class_map.png
The bar under the picture is 20 µm long. Fill, decap, tap and diode cells in gray.
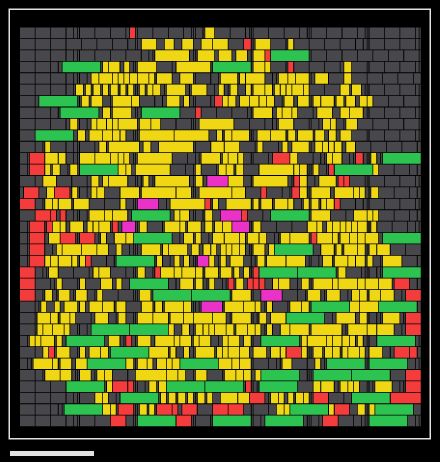
m4.png
The bar under the picture is 20 µm long.
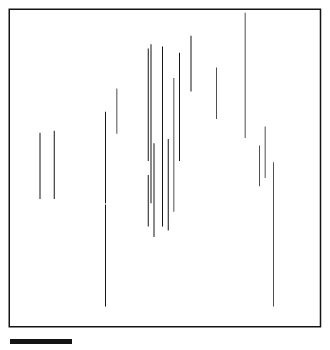
placed.png
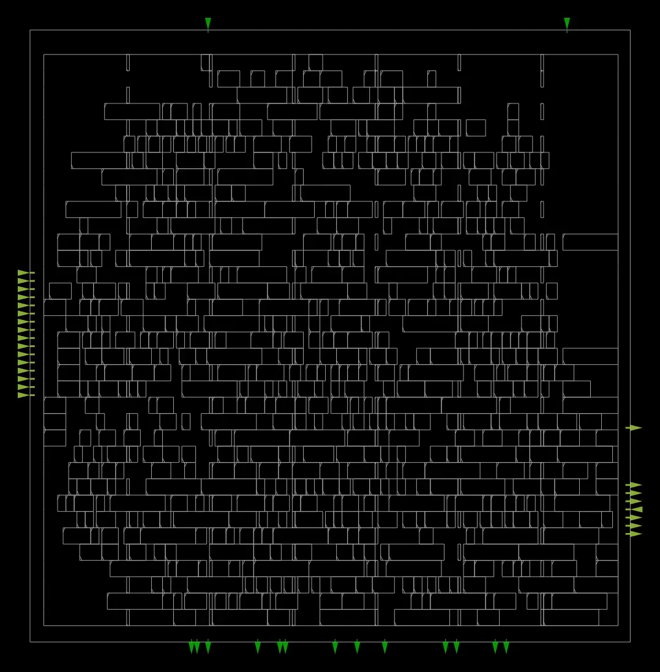
==> config.mk <==
export PLATFORM = sky130hd
export DESIGN_NAME = cordic_vectoring_iterative
export DESIGN_NICKNAME = d
export VERILOG_FILES = /design/src/rtl/cordic_vectoring_iterative.sv
export SDC_FILE = /design/constraint.sdc
export NUM_CORES = 1
export LEC_CHECK = 0
export CAP_MARGIN = 20
export CORE_AREA = 2 2 98 100
export DETAILED_ROUTE_END_ITERATION = 8
export DIE_AREA = 0 0 100 102
export GPL_TIMING_DRIVEN = 0
export PLACE_DENSITY = 0.86
export SYNTH_ARGS = -nofsm -noshare
export SYNTH_HDL_FRONTEND = slang
export SYNTH_SLANG_ARGS = --single-unit
export TNS_END_PERCENT = 30
==> constraint.sdc <==
create_clock -name clk_i -period 10.5 [get_ports clk_i]
set_input_delay 2.1 -clock clk_i [delete_from_list [all_inputs] [get_ports clk_i]]
set_output_delay 2.1 -clock clk_i [all_outputs]
set_load 0.05 [all_outputs]
==> src/rtl/cordic_vectoring_iterative.sv <==
// Iterative circular-vectoring CORDIC: returns gain-scaled magnitude and atan2(Y, X)
// in pi/128 units, one micro-rotation per clock over 8 cycles.
module cordic_vectoring_iterative #(
  parameter int N_INT      = 0,
  parameter int N_FRAC     = -7,
  parameter int GUARD_BITS = 2
) (
  input  logic                                 clk_i,
  input  logic                                 rstn_i,
  input  logic                                 strb_data_valid_i,
  input  logic [N_INT-N_FRAC:0]                X_i,
  input  logic [N_INT-N_FRAC:0]                Y_i,
  output logic [N_INT-N_FRAC+GUARD_BITS:0]     X_o,
  output logic [N_INT-N_FRAC:0]                Z_o,
  output logic                                 strb_data_valid_o,
  output logic                                 busy_o
);

  localparam int BW = N_INT - N_FRAC + 1;
  localparam int XW = BW + GUARD_BITS;

  typedef enum logic {
    IDLE = 1'b0,
    ITER = 1'b1
  } state_t;

  state_t               state_q;
  logic [2:0]           iter_q;
  logic signed [XW-1:0] x_q, y_q;
  logic [BW-1:0]        z_q;

  logic signed [XW-1:0] x_ext, y_ext, x_pre, y_pre;
  logic signed [XW-1:0] x_sh, y_sh, x_nxt, y_nxt;
  logic [BW-1:0]        z_pre, z_nxt, atan_val;

  always_comb begin
    atan_val = '0;
    case (iter_q)
      3'd0: atan_val = BW'(32);
      3'd1: atan_val = BW'(19);
      3'd2: atan_val = BW'(10);
      3'd3: atan_val = BW'(5);
      3'd4: atan_val = BW'(3);
      3'd5: atan_val = BW'(1);
      3'd6: atan_val = BW'(1);
      3'd7: atan_val = BW'(0);
      default: atan_val = '0;
    endcase
  end

  // Quadrant fold into the right half-plane; the guard bits make -(-128) representable.
  always_comb begin
    x_ext = {{GUARD_BITS{X_i[BW-1]}}, X_i};
    y_ext = {{GUARD_BITS{Y_i[BW-1]}}, Y_i};
    x_pre = x_ext;
    y_pre = y_ext;
    z_pre = '0;
    if (x_ext[XW-1]) begin
      if (!y_ext[XW-1]) begin
        x_pre = y_ext;
        y_pre = -x_ext;
        z_pre = BW'(64);
      end else begin
        x_pre = -y_ext;
        y_pre = x_ext;
        z_pre = BW'(-64);
      end
    end
  end

  always_comb begin
    x_sh = x_q >>> iter_q;
    y_sh = y_q >>> iter_q;
    if (!y_q[XW-1]) begin
      x_nxt = x_q + y_sh;
      y_nxt = y_q - x_sh;
      z_nxt = z_q + atan_val;
    end else begin
      x_nxt = x_q - y_sh;
      y_nxt = y_q + x_sh;
      z_nxt = z_q - atan_val;
    end
  end

  always_ff @(posedge clk_i or negedge rstn_i) begin
    if (!rstn_i) begin
      state_q           <= IDLE;
      iter_q            <= '0;
      x_q               <= '0;
      y_q               <= '0;
      z_q               <= '0;
      X_o               <= '0;
      Z_o               <= '0;
      strb_data_valid_o <= 1'b0;
    end else begin
      strb_data_valid_o <= 1'b0;
      case (state_q)
        IDLE: begin
          if (strb_data_valid_i) begin
            x_q     <= x_pre;
            y_q     <= y_pre;
            z_q     <= z_pre;
            iter_q  <= '0;
            state_q <= ITER;
          end
        end
        ITER: begin
          x_q    <= x_nxt;
          y_q    <= y_nxt;
          z_q    <= z_nxt;
          iter_q <= iter_q + 3'd1;
          if (iter_q == 3'd7) begin
            X_o               <= x_nxt;
            Z_o               <= z_nxt;
            strb_data_valid_o <= 1'b1;
            state_q           <= IDLE;
          end
        end
        default: state_q <= IDLE;
      endcase
    end
  end

  assign busy_o = (state_q == ITER);

endmodule

==> results.ini <==
[global_route]
grt_pass1_wl_um=23900
met1_usage_pct=38.1

[logic_synthesis]
synth-async-reset-ratio_pct=100
ys_area_um2=4890
synth_cell_type_count=58

[placed_design]
hpwl_um=11600
place_congestion=0.972

[hold_path]
holdPathEnd=Z_o[1]$_DFFE_PN0P_

[worst_setup_path]
crit_family=AND-OR/OR-AND gates
critPathKind=register to register
crit_chain=buf_2 -> buf_1 -> mux4_2 -> mux2i_1 -> ha_1 -> inv_1 -> nor4_1 -> o21ai_0 -> a31oi_1 -> ha_1 -> a21oi_1 -> nand2_1 -> o21ai_0 -> o21ai_0 -> nand2_1 -> a22oi_1 -> nor3_1

[drt]
first_pass_iters=5
ant_nets=0
via_per_inst=6.38
drc=0

[cells_and_area]
diodes=0
fill_cells=804

[final_timing]
slew_viol_final=0

[status]
outcome=finished, final reports clean

Notes on class_map.png above:
legend:
  remaining logic cells:
    color: yellow
    cells: 511
  remaining buffers and delay cells:
    color: red
    cells: 71
  registers:
    color: green
    cells: 51
  clock drivers and dummy loads:
    color: magenta
    cells: 8
sequential share of cell area: 23.2%
post-layout util: 60.4%

Notes on m4.png above:
main direction: vertical
longest straight run: 57.8 µm
nets with wire on the layer: 19
share of all routed wire: 3.8%
total wire length: 15100 µm
via count: 4800

Notes on placed.png above:
tap cell count: 111
CORE AREA: 9110 µm²
Seq cells: 51
final non-filler cell total: 752
# rows: 35

